### Pin placement

(4 px per um) Pins as bars across the die edge, other pins in grey.
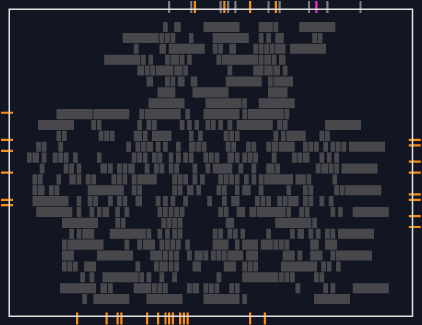
### Wiring by layer

(3 px per um) Only two layers are drawn.
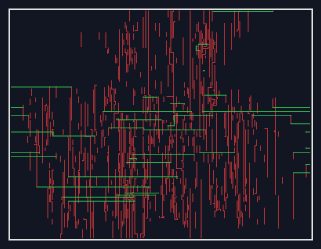
### Metal 2

(4 px per um)
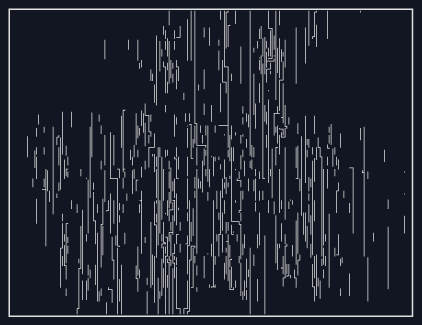
`src/rtl/pipeline_exec_ctrl.sv`:
```
// Execution controller for the five-stage pipeline: global stage enable, run/step modes,
// HALT detection with a fixed drain of older instructions, and a saturating enabled-cycle counter.
module pipeline_exec_ctrl #(
    parameter int CNT_W        = 32,
    parameter int DRAIN_CYCLES = 3
) (
    input  logic             clk,
    input  logic             rst,
    input  logic             i_start,
    input  logic             i_mode,
    input  logic             i_step,
    input  logic             i_halt_id,
    output logic             o_pipe_en,
    output logic             o_fetch_stop,
    output logic             o_step_done,
    output logic             o_busy,
    output logic             o_halted,
    output logic [CNT_W-1:0] o_cycle_count
);

    typedef enum logic [2:0] {
        S_IDLE,
        S_RUN,
        S_WAIT_STEP,
        S_STEP,
        S_HALTED
    } state_e;

    localparam logic [3:0]       DRAIN_INIT = 4'(DRAIN_CYCLES);
    localparam logic [CNT_W-1:0] CNT_ONE    = CNT_W'(1);

    state_e           state_q, state_d;
    logic             drain_q, drain_d;
    logic [3:0]       drain_cnt_q, drain_cnt_d;
    logic             fetch_stop_q, fetch_stop_d;
    logic             pipe_en_q;
    logic             step_done_q;
    logic             busy_q;
    logic             halted_q;
    logic [CNT_W-1:0] cycle_count_q;

    logic halt_seen;
    logic drain_last;

    always_comb begin
        // NOTE: every signal assigned here gets a default first so no path leaves it
        // unassigned; otherwise synthesis infers a latch to hold the old value.
        state_d      = state_q;
        drain_d      = drain_q;
        drain_cnt_d  = drain_cnt_q;
        fetch_stop_d = fetch_stop_q;

        // The enable register doubles as "this cycle moves the pipeline".
        halt_seen  = pipe_en_q && !drain_q && i_halt_id;
        drain_last = pipe_en_q && drain_q && (drain_cnt_q == 4'd1);

        if (halt_seen) begin
            drain_d      = 1'b1;
            drain_cnt_d  = DRAIN_INIT;
            fetch_stop_d = 1'b1;
        end else if (pipe_en_q && drain_q) begin
            drain_cnt_d = drain_cnt_q - 4'd1;
        end

        case (state_q)
            S_IDLE: begin
                if (i_start) begin
                    state_d = i_mode ? S_WAIT_STEP : S_RUN;
                end
            end
            S_RUN: begin
                if (drain_last) begin
                    state_d = S_HALTED;
                end
            end
            S_WAIT_STEP: begin
                // A request landing in the step_done cycle is dropped, not queued.
                if (i_step && !step_done_q) begin
                    state_d = S_STEP;
                end
            end
            S_STEP: begin
                state_d = drain_last ? S_HALTED : S_WAIT_STEP;
            end
            S_HALTED: begin
                state_d = S_HALTED;
            end
            default: begin
                state_d = S_IDLE;
            end
        endcase
    end

    always_ff @(posedge clk or posedge rst) begin
        if (rst) begin
            state_q       <= S_IDLE;
            drain_q       <= 1'b0;
            drain_cnt_q   <= 4'd0;
            fetch_stop_q  <= 1'b0;
            pipe_en_q     <= 1'b0;
            step_done_q   <= 1'b0;
            busy_q        <= 1'b0;
            halted_q      <= 1'b0;
            cycle_count_q <= '0;
        end else begin
            // NOTE: non-blocking assignments so every register samples pre-edge values,
            // independent of statement order within this block.
            state_q      <= state_d;
            drain_q      <= drain_d;
            drain_cnt_q  <= drain_cnt_d;
            fetch_stop_q <= fetch_stop_d;
            pipe_en_q    <= (state_d == S_RUN) || (state_d == S_STEP);
            step_done_q  <= (state_q == S_STEP);
            busy_q       <= (state_d != S_IDLE) && (state_d != S_HALTED);
            halted_q     <= (state_d == S_HALTED);
            if (pipe_en_q && (cycle_count_q != '1)) begin
                cycle_count_q <= cycle_count_q + CNT_ONE;
            end
        end
    end

    assign o_pipe_en     = pipe_en_q;
    assign o_fetch_stop  = fetch_stop_q;
    assign o_step_done   = step_done_q;
    assign o_busy        = busy_q;
    assign o_halted      = halted_q;
    assign o_cycle_count = cycle_count_q;

endmodule

```
`config.mk`:
```
export PLATFORM = sky130hd
export DESIGN_NAME = pipeline_exec_ctrl
export DESIGN_NICKNAME = d
export VERILOG_FILES = /design/src/rtl/pipeline_exec_ctrl.sv
export SDC_FILE = /design/constraint.sdc
export NUM_CORES = 1
export LEC_CHECK = 0
export ABC_AREA = 1
export CAP_MARGIN = 20
export CORE_ASPECT_RATIO = 0.75
export CORE_MARGIN = 2
export CORE_UTILIZATION = 40
export CTS_CLUSTER_DIAMETER = 200
export DETAILED_ROUTE_END_ITERATION = 6
export DONT_BUFFER_PORTS = 1
export PLACE_DENSITY_LB_ADDON = 0.3
export SLEW_MARGIN = 30
export SYNTH_ARGS = -nofsm -noshare
export SYNTH_HDL_FRONTEND = slang
export SYNTH_SLANG_ARGS = --single-unit
```
`constraint.sdc`:
```
create_clock -name clk -period 3.3 [get_ports clk]
set_input_delay 0.66 -clock clk [delete_from_list [all_inputs] [get_ports clk]]
set_output_delay 0.66 -clock clk [all_outputs]
set_load 0.01 [all_outputs]
```
==> flow_summary.ini <==
; flow metrics
[power_and_ir_drop]
p_leak_uw = 0.00146

[clock_tree]
hold_buffers = 0
cts_buffers = 5

[detailed_routing]
first_pass_iters = 4

[yosys]
numSynthFlops = 44
ys_cells = 420
ys_sh_simple_pct = 44.6
ys_warn_count = 0

[cells_and_area]
nFlopsAndLatches = 44
final-comb-area_mm2 = 0.00146
lay_top_cells = nand2_1, nor2_1, dfrtp_1, inv_1, nand3_1

[worst_setup_path]
cpPeakStageDelay_ns = 0.50
critical_path_class = reg -> reg

[floorplan]
fp_util_pct = 41.1
rows = 26
die-area_mm2 = 0.00767

[sta]
maxSlewHeadroom_pct = 48.7
fin_crit_ns = 2.05

[placed_design]
post-dp-hpwl_mm = 4.91

[run_status]
status = completed
## Picture notes: 'Pin placement'
magenta -> i_step  # pins 1, direction input, edge north
orange -> o_cycle_count  # pins 32, direction output, edge 14 south, 8 east, 6 west, 4 north
all pins by edge = 15 north, 14 south, 8 east, 6 west

## Picture notes: 'Wiring by layer'
red -> metal 2  # wire length 2710 um
green -> metal 3  # wire length 495 um

## Picture notes: 'Metal 2'
wire length on this layer = 2710 um
nets with wire on the layer = 306
main direction = vertical
share of all routed wire = 41%

-- report_power, final --
| part | switching [uW] | leakage, uW | internal, uW |
|---|---|---|---|
| clock | 183 | 0.0000455 | 171 |
| sequential | 117 | 0.000584 | 628 |
| combinational | 275 | 0.000832 | 114 |
| total | 575 | 0.00146 | 912 |
-- per-stage QoR --
step / utilization (%) / instances / setup WS, ns / hold WS [ns] / power, uW
6_report: 43.0 / 506 / 1.25 / 0.355 / 1490
5_1_grt: 43.0 / 506 / 1.04 / 0.413 / 1610
4_1_cts: 42.9 / 506 / 1.24 / 0.456 / 1510
3_5_place_dp: 41.6 / 498 / 1.26 / 0.446 / 1150
3_3_place_gp: 41.6 / 498 / 1.35 / 0.428 / 1140
2_1_floorplan: - / 420 / 1.61 / 0.410 / 1110
-- layer usage --
metal / global-route usage (%) / vias to the layer above
met1: 28.6 / 1085
met2: 25.8 / 62
met4: 3.70 / 0
met3: 4.86 / 5
met5: 0 / -
li1: - / 1267
-- worst max path at each step --
stage                                             from                            end  slack [ns]  cells past startpoint
final                     o_cycle_count[0]$_DFFE_PP0P_  o_cycle_count[24]$_DFFE_PP0P_        1.25                     10
after CTS                 o_cycle_count[0]$_DFFE_PP0P_  o_cycle_count[21]$_DFFE_PP0P_        1.24                     10
after global placement    o_cycle_count[0]$_DFFE_PP0P_  o_cycle_count[26]$_DFFE_PP0P_        1.35                     10
after floorplan                                    rst     drain_cnt_q[0]$_DFFE_PP0P_        1.61                      1
after global routing      o_cycle_count[0]$_DFFE_PP0P_  o_cycle_count[25]$_DFFE_PP0P_        1.04                     10
after detailed placement  o_cycle_count[0]$_DFFE_PP0P_  o_cycle_count[17]$_DFFE_PP0P_        1.26                     10
Power and IR drop assume default switching activity.
